Figure 1. Wire density map (run 1).
The die is cut into 28 by 28 equal tiles; dark blue is low, red is high, scaled to the fullest tile. Values are wire area over tile area, all layers added.
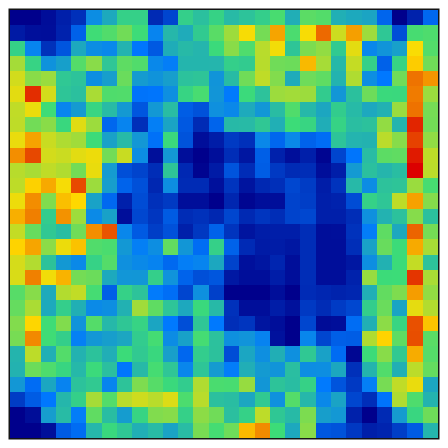
Figure 2. Clock network drawn from the DEF (run 1).
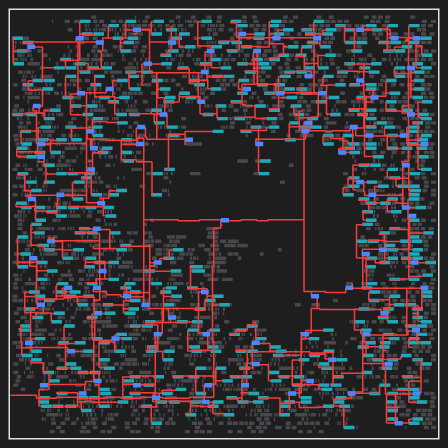
Figure 3. Sequential cells grouped by signal name (run 1).
Scale bar: 100 um.
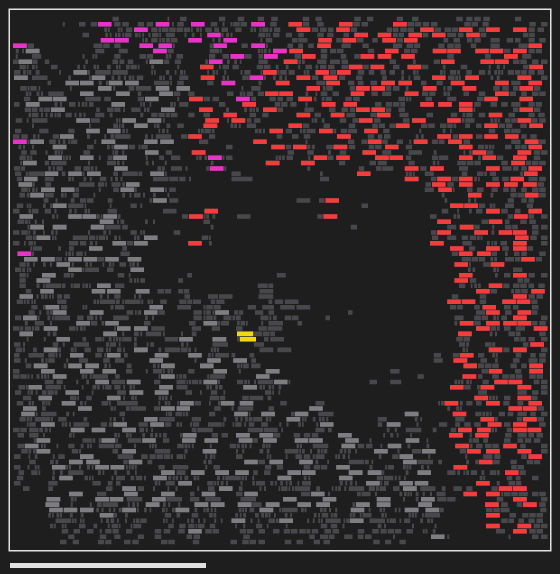
Figure 4. Sizing map (run 1).
Scale bar: 100 um.
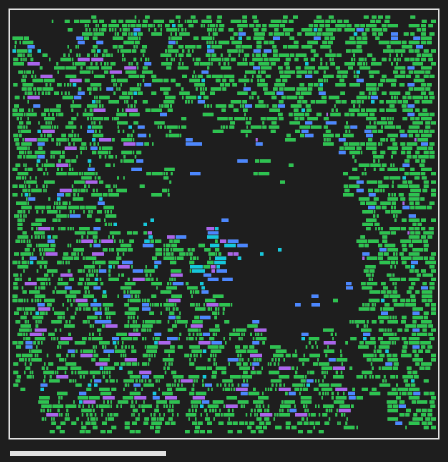
==> src/rtl/pmem_burst_pkg.sv <==
// Shared types and constants for the 256-bit line to 64-bit burst adapter.
package pmem_burst_pkg;

   localparam int LINE_WIDTH  = 256;
   localparam int BEAT_WIDTH  = 64;
   localparam int BEATS       = LINE_WIDTH / BEAT_WIDTH;
   localparam int OFFSET_BITS = $clog2(LINE_WIDTH / 8);

   typedef logic [$clog2(BEATS)-1:0] beat_idx_t;

   typedef enum logic [1:0] {
      IDLE,
      READ,
      WRITE,
      DONE
   } state_t;

   // Clears the byte-offset bits so bursts always start on a line boundary.
   function automatic logic [31:0] line_align(input logic [31:0] addr);
      return addr & ~((32'd1 << OFFSET_BITS) - 32'd1);
   endfunction

endpackage

==> src/rtl/burst_line_buffer.sv <==
// Line storage for the burst adapter: beat-indexed assembly of read lines and
// beat-indexed serialization of a latched write line.
module burst_line_buffer
   import pmem_burst_pkg::*;
(
   input  logic                  clk,
   input  logic                  rst,
   input  logic                  load,
   input  logic [LINE_WIDTH-1:0] line_in,
   input  logic                  beat_we,
   input  logic [BEAT_WIDTH-1:0] beat_in,
   input  logic [1:0]            idx,
   output logic [LINE_WIDTH-1:0] rd_line,
   output logic [BEAT_WIDTH-1:0] wr_beat
);

   logic [LINE_WIDTH-1:0] wr_line;

   // Read and write lines are kept apart so a write burst never disturbs the
   // last assembled read line.
   // NOTE: both line registers take the synchronous reset; a reset mid-burst
   // must discard partial data and leave pmem_rdata reading zero.
   always_ff @(posedge clk) begin
      if (rst) begin
         rd_line <= '0;
         wr_line <= '0;
      end else begin
         if (beat_we) begin
            rd_line[BEAT_WIDTH*idx +: BEAT_WIDTH] <= beat_in;
         end
         if (load) begin
            wr_line <= line_in;
         end
      end
   end

   assign wr_beat = wr_line[BEAT_WIDTH*idx +: BEAT_WIDTH];

endmodule

==> src/rtl/pmem_burst_adapter.sv <==
// Converts L2 line requests into four-beat 64-bit bursts toward memory and
// completes each request with a one-cycle pmem_resp.
module pmem_burst_adapter
   import pmem_burst_pkg::*;
(
   input  logic         clk,
   input  logic         rst,
   input  logic         pmem_read,
   input  logic         pmem_write,
   input  logic [31:0]  pmem_address,
   input  logic [255:0] pmem_wdata,
   output logic [255:0] pmem_rdata,
   output logic         pmem_resp,
   input  logic [63:0]  burst_i,
   input  logic         resp_i,
   output logic [63:0]  burst_o,
   output logic [31:0]  address_o,
   output logic         read_o,
   output logic         write_o
);

   state_t                state, state_next;
   beat_idx_t             cnt, cnt_next;
   logic [31:0]           addr;
   logic                  load_addr;
   logic                  load_line;
   logic                  beat_we;
   logic [BEAT_WIDTH-1:0] wr_beat;

   // NOTE: non-blocking assignments so every register updates from the same
   // pre-edge values regardless of statement order.
   always_ff @(posedge clk) begin
      if (rst) begin
         state <= IDLE;
         cnt   <= '0;
         addr  <= '0;
      end else begin
         state <= state_next;
         cnt   <= cnt_next;
         if (load_addr) begin
            addr <= line_align(pmem_address);
         end
      end
   end

   // NOTE: every signal driven here gets a default first, so no branch can
   // leave one unassigned and infer a latch.
   always_comb begin
      state_next = state;
      cnt_next   = cnt;
      load_addr  = 1'b0;
      load_line  = 1'b0;
      beat_we    = 1'b0;
      case (state)
         IDLE: begin
            // A simultaneous read and write is illegal; write takes priority.
            if (pmem_write) begin
               state_next = WRITE;
               cnt_next   = '0;
               load_addr  = 1'b1;
               load_line  = 1'b1;
            end else if (pmem_read) begin
               state_next = READ;
               cnt_next   = '0;
               load_addr  = 1'b1;
            end
         end
         READ: begin
            if (resp_i) begin
               beat_we  = 1'b1;
               cnt_next = cnt + beat_idx_t'(1);
               if (cnt == beat_idx_t'(BEATS - 1)) begin
                  state_next = DONE;
               end
            end
         end
         WRITE: begin
            if (resp_i) begin
               cnt_next = cnt + beat_idx_t'(1);
               if (cnt == beat_idx_t'(BEATS - 1)) begin
                  state_next = DONE;
               end
            end
         end
         DONE: begin
            state_next = IDLE;
         end
         default: begin
            state_next = IDLE;
         end
      endcase
   end

   burst_line_buffer u_line_buffer (
      .clk     (clk),
      .rst     (rst),
      .load    (load_line),
      .line_in (pmem_wdata),
      .beat_we (beat_we),
      .beat_in (burst_i),
      .idx     (cnt),
      .rd_line (pmem_rdata),
      .wr_beat (wr_beat)
   );

   // Command outputs are decoded from state only; resp_i never reaches them
   // combinationally.
   assign read_o    = (state == READ);
   assign write_o   = (state == WRITE);
   assign pmem_resp = (state == DONE);
   assign address_o = addr;
   assign burst_o   = (state == WRITE) ? wr_beat : '0;

endmodule

==> config.mk <==
export PLATFORM = sky130hd
export DESIGN_NAME = pmem_burst_adapter
export DESIGN_NICKNAME = d
export VERILOG_FILES = /design/src/rtl/pmem_burst_pkg.sv /design/src/rtl/burst_line_buffer.sv /design/src/rtl/pmem_burst_adapter.sv
export SDC_FILE = /design/constraint.sdc
export NUM_CORES = 1
export LEC_CHECK = 0
export ABC_AREA = 0
export CELL_PAD_IN_SITES_DETAIL_PLACEMENT = 0
export CELL_PAD_IN_SITES_GLOBAL_PLACEMENT = 2
export CORE_UTILIZATION = 27
export CTS_BUF_LIST = sky130_fd_sc_hd__clkbuf_2 sky130_fd_sc_hd__clkbuf_4 sky130_fd_sc_hd__clkbuf_8
export DETAILED_ROUTE_END_ITERATION = 12
export PLACE_DENSITY = 0.79
export SLEW_MARGIN = 30
export SYNTH_ARGS = -nofsm -noshare
export SYNTH_HDL_FRONTEND = slang
export SYNTH_SLANG_ARGS = --single-unit
==> constraint.sdc <==
create_clock -name clk -period 3.8 [get_ports clk]
set_clock_uncertainty 0.15 [all_clocks]
set_input_delay 0.76 -clock clk [delete_from_list [all_inputs] [get_ports clk]]
set_output_delay 0.76 -clock clk [all_outputs]
set_load 0.05 [all_outputs]
==> flow_summary.toml, run 1 <==
# implementation run metrics
[drt]
wirelength_mm = 81.5
ant_nets = 0
dr.first_iter.drc_count = 971
vias = 18600
drc = 0
wire_per_inst_um = 21.2

[final_timing]
holdWs_ns = 0.298
tightest_slew_ns = 0.910
period_used_pct = 96.8
hold_viol_final = 0
drv_slew = 0
fmax_mhz = 272

[pwr]
pwr_density_cell_nw_per_um2 = 567
power_leakage_nw = 11.3

[place]
dp_hpwl_mm = 56.9
dpl.cell_count = 3656

[clock_network]
cts_buffers = 98
cts.sinks = 543
clockBufferDepth = 3
ctsHoldBuffers = 0
clkTransAtPathRegs_ns = 0.06

[setup_path]
cp_cell_sequence = "buf_12 > mux4_2 > and2_1 > clkdlybuf4s50_1"
max_stage_delay_ns = 0.73
crit_family = "buffers and inverters"
worst-path-buf-inv = 2

[logic_synthesis]
yosys-stat-cells = 2155
synth.most_common_cell = "nand2_1"
syn_inst = 2155
common_cells = "636 x nand2_1, 543 x dfxtp_1, 348 x a21oi_1"
synthArstFlopShare_pct = 0
numSynthFlops = 543
top_area_share_pct = 53.9
synth.top_cells.by_area = "dfxtp_1 54%, nand2_1 12%, a21oi_1 8.6%"
synthesis.area_um2 = 20200

[global_routing]
antenna_found_initial = 29
grt_first_pass_wirelength_mm = 117

[run]
warnings = 54

[floorplan]
io_pins = 712
die_h_um = 275
core-area_um2 = 73500
die_x_um = 275

[layout]
utilization_pct = 41.4
final_cells = 3852

[run_status]
outcome = "finished, final reports clean"
## Picture notes: Figure 1
mean over tiles = 0.18
tiles over half the peak = 31%
nearly empty tiles = 2.4%
emptiest ninth of the die = center
fullest tile = 0.48

## Picture notes: Figure 2
red -> clock wires  # length 8090 um
cyan -> flip-flops  # count 543
blue -> clock-net drivers  # count 98
routed clock nets = 99

## Picture notes: Figure 3
yellow -> cnt  # sequential cells 2
magenta -> address_o  # sequential cells 27
red -> u_line_buffer.rd_line  # sequential cells 256

## Picture notes: Figure 4
blue -> x6 and larger  # cells 155, share 5.4%, most used clkbuf_8
purple -> x2  # cells 79, share 2.7%, most used mux4_2
green -> x1 and smaller  # cells 2571, share 89%, most used clkdlybuf4s50_1
cyan -> x3 and x4  # cells 76, share 2.6%, most used clkbuf_4

run 1: power breakdown:
group	internal (mW)	switching [mW]	leakage, nW
combinational	1.75	2.84	5.69
sequential	6.28	0.318	4.42
clock	3.51	2.55	1.17
total	11.5	5.71	11.3
run 1: cell usage in the layout, fill, tap and decap left out, drive strengths merged, types with 2 or more instances in the layout:
cell type      Yosys  routed
clkinvlp           0       3
dlymetal6s2s       0      10
nor3               3       3
bufinv             0       2
mux4              64      64
nand2            636     636
clkinv             0       8
dlygate4sd2        0      30
nand3             67      67
a32o              64      64
o31ai              2       2
and2              65      65
a22o             128     128
inv                5       8
buf               76      45
ha                13      13
clkbuf           119     167
nor4               3       3
dfxtp            543     543
clkdlybuf4s50      0     649
mux2i              3       3
diode              0      12
a31oi              2       2
conb               1       5
nand2b             2       2
a21oi            348     348
run 1: state kept, by name, summed over array words and instances (netlist names):
name and count:
address_o 27, u_line_buffer.rd_line 256, cnt 2, u_line_buffer.wr_line 256, state 2
run 1: cell type report:
| type | count | area, um2 |
|---|---|---|
| Fill cell | 7283 | 43000 |
| Inverter | 5 | 18.8 |
| Sequential cell | 543 | 10900 |
| Tap cell | 959 | 1200 |
| Antenna cell | 12 | 30.0 |
| Clock buffer | 167 | 2020 |
| Multi-Input combinational cell | 1416 | 8560 |
| Clock inverter | 16 | 189 |
| Timing Repair Buffer | 734 | 7520 |
run 1: stage by stage:
stage | total power, mW | setup slack (ns)
after global routing | 18.2 | 0.0000222
after CTS | 17.5 | 0.00436
final | 17.2 | 0.121
after global placement | 11.3 | 0.668
after detailed placement | 11.4 | 0.626
after floorplan | 9.57 | 1.02
run 1: worst paths after layout:
path              slack (ns)                                      end  depth (start not counted)                                    start
setup / recovery        0.12                              burst_o[43]                          4                      cnt[0]$_SDFFE_PP0P_
hold / removal          0.30  u_line_buffer.rd_line[157]$_SDFFE_PP0P_                          2  u_line_buffer.rd_line[157]$_SDFFE_PP0P_
setup reg to reg        1.05   u_line_buffer.rd_line[13]$_SDFFE_PP0P_                          7                      cnt[1]$_SDFFE_PP0P_
hold reg to reg         0.30  u_line_buffer.rd_line[157]$_SDFFE_PP0P_                          2  u_line_buffer.rd_line[157]$_SDFFE_PP0P_
run 1: tightest hold or removal path: stages, from the launching register on:
cell     delay [ns]
dfxtp_1        0.31
nand2_1        0.05
a21oi_1        0.05
run 1: metal layers:
layer / share of wire (%) / global-route usage (%)
met3: 9.7 / 8.43
met5: 0.26 / 0
met4: 3.1 / 8.11
met2: 49 / 34.7
met1: 38 / 22.7
run 1: kinds of logic after synthesis:
group	after synthesis	share of synthesized area, %
adders and majority gates	13	0.807
buffers and inverters	200	4.15
DFF	543	53.9
other	1	0.0186
muxes	67	7.30
and+or+nand+nor	783	16.1
AOI/OAI and AO/OA	548	17.7
run 1: timing repair:
| action | in CTS | in global routing |
|---|---|---|
| setup buffers | 1 | 0 |
| setup endpoints to repair | 35 | 10 |
| gates resized | 30 | 10 |
Figure 5. Cell outlines without signal wires (run 1).
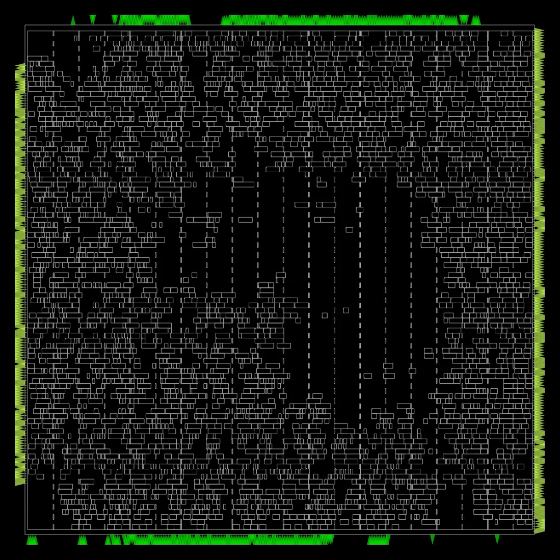

## Run 2: what changed since run 1
Clock period 3.8 ns to 3.6 ns, I/O delays scaled along.
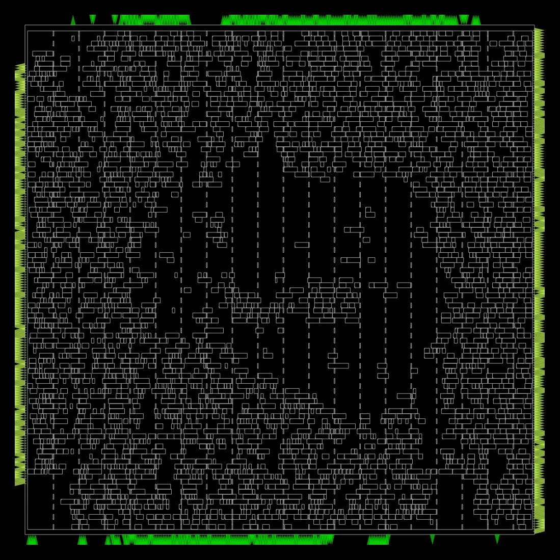
Figure 6: run 2, cell outlines without signal wires.
core area: 73500 um2
Layout Cells excl Fill: 3842
post-layout util: 41.2%
Seq/total area: 35.9%

==> run 2 against run 1 <==
Effect of this change:
- register-to-register slack got worse by 0.16 ns
- worst hold slack hardly changed
- utilization fell by 0.20 points
- global-route usage grew 0.24 points
- power increased by 5.1%
- clock power is 3.3% higher
- die area is the same
- clock-buffer cell count decreased by 19
- via count increased by 0.38%
- final area fell by 0.49%
- critical path depth grew 1
- critical path type unchanged
- critical endpoint is now burst_o[1]
- largest power group unchanged
==> flow_summary.toml, run 2 <==
# implementation run metrics
[clock_network]
clkTransAtPathRegs_ns = 0.07
cts_buffers = 98
clockBufferDepth = 3
cts.sinks = 543
ctsHoldBuffers = 0

[setup_path]
critPathCaptureType = "primary output"
rrSetupSlack_ns = 0.89
critPathCapture = "burst_o[1]"
r2r_start = "cnt[1]$_SDFFE_PP0P_"
cp_cell_sequence = "buf_12 > buf_12 > mux4_2 > and2_1 > buf_4"
max_stage_delay_ns = 0.56
reg2reg_to = "u_line_buffer.rd_line[195]$_SDFFE_PP0P_"
crit_start = "cnt[1]$_SDFFE_PP0P_"
r2r_cells = 7

[final_timing]
tightest_slew_ns = 1.03
holdWs_ns = 0.298
hold_viol_final = 0
worst_slack_ns = 0.160
relSlewSlack_pct = 31.5
period_used_pct = 95.6
drv_slew = 0
setup_violations = 0
fmax_mhz = 291

[floorplan]
die_x_um = 275
die_h_um = 275
io_pins = 712

[layout]
fill_cells = 7318
regArea_um2 = 10900
postLayoutCellArea_um2 = 30300
layout_top_cells = "635 x nand2_1, 634 x clkdlybuf4s50_1, 541 x dfxtp_1"
lay_top_count = "nand2_1"
logic_area_um2 = 8560

[place]
dp_hpwl_mm = 57.0
place_worst_setup_slack_ns = 0.329

[logic_synthesis]
yosys-stat-cells = 2155
synthesis.area_um2 = 20200
synthArstFlopShare_pct = 0
top_area_share_pct = 53.9
numSynthFlops = 543
syn_inst = 2155
common_cells = "636 x nand2_1, 543 x dfxtp_1, 348 x a21oi_1"
synth.most_common_cell = "nand2_1"
synth.top_cells.by_area = "dfxtp_1 54%, nand2_1 12%, a21oi_1 8.6%"

[drt]
vias = 18600
wirelength_mm = 82.3
wire_per_inst_um = 21.4
ant_nets = 0
dr.first_iter.drc_count = 935
drc = 0

[pwr]
p_int_mw = 12.1
combPwrFrac_pct = 27.0
pwr-share-seq_pct = 38.5
clockPowerShare_pct = 34.5
power_leakage_nw = 11.1
switching_share_pct = 33.5
switchingPower_mw = 6.06

[min_path]
hold_start = "u_line_buffer.rd_line[186]$_SDFFE_PP0P_"

[run_status]
outcome = "finished, final reports clean"

[global_routing]
grt_first_pass_wirelength_mm = 118
antenna_found_initial = 30
==> run 2: what timing repair did <==
action / CTS / global route
endpoints found under the setup margin: 59 / 6
gates resized: 23 / 3
gates cloned: 1 / 0
setup buffers: 4 / 0
==> run 2: cells by family (layout without fill, tap and decap cells) <==
kind of cell / count (synthesis) / count (layout) / synth area share [%]
mux: 67 / 67 / 7.30
compound gates: 548 / 548 / 17.7
buf+inv: 200 / 913 / 4.15
flops: 543 / 543 / 53.9
other cells: 1 / 16 / 0.0186
fa+ha+maj: 13 / 13 / 0.807
simple gates: 783 / 783 / 16.1
==> run 2: how the worst min path moves through the flow <==
stage               cells past startpoint                                      end  slack, ns
floorplan                               2  u_line_buffer.wr_line[128]$_SDFFE_PP0P_       0.28
global placement                        2   u_line_buffer.wr_line[29]$_SDFFE_PP0P_       0.29
detailed placement                      2  u_line_buffer.wr_line[240]$_SDFFE_PP0P_       0.29
CTS                                     2  u_line_buffer.rd_line[161]$_SDFFE_PP0P_       0.27
global route                            2  u_line_buffer.rd_line[151]$_SDFFE_PP0P_       0.30
finish                                  2  u_line_buffer.rd_line[186]$_SDFFE_PP0P_       0.30
==> run 2: power groups by stage <==
stage | clock, mW | combinational (mW) | sequential, mW
2_1_floorplan | 0 | 2.63 | 7.48
3_3_place_gp | 0 | 4.70 | 7.17
3_5_place_dp | 0 | 4.76 | 7.20
4_1_cts | 6.45 | 4.98 | 6.97
5_1_grt | 6.75 | 5.30 | 7.03
6_report | 6.25 | 4.90 | 6.97
==> run 2: area by class of cell <==
cell class	instances	area share, %
antenna	11	0.0909
clock buffer	148	6.25
clock inverter	23	0.761
inverter	5	0.0620
multi-input combinational	1416	28.3
sequential	543	35.9
tap	959	3.96
timing repair buffer	737	24.6
==> run 2: critical path: cells and delay by family (launching register included) <==
kind	cells	cell delay (ns)
AND/OR/NAND/NOR	1	0.24
multiplexers	1	0.33
flip-flops	1	0.56
buffers and inverters	3	0.75
==> run 2: routing by layer <==
metal,vias to the layer above,GRT usage [%],part of all wire [%]
li1,8784,-,-
met1,9011,22.8,38
met2,650,35.2,49
met3,164,8.72,9.6
met4,38,7.91,3.2
met5,-,0,0.29
==> run 2: per-stage QoR <==
step	power (mW)	util [%]	std cells
2_1_floorplan	10.1	-	2159
3_3_place_gp	11.9	38.2	3655
3_5_place_dp	12.0	38.2	3655
4_1_cts	18.4	41.2	3831
5_1_grt	19.1	41.2	3839
6_report	18.1	41.2	3842
Power and IR drop assume default switching activity.
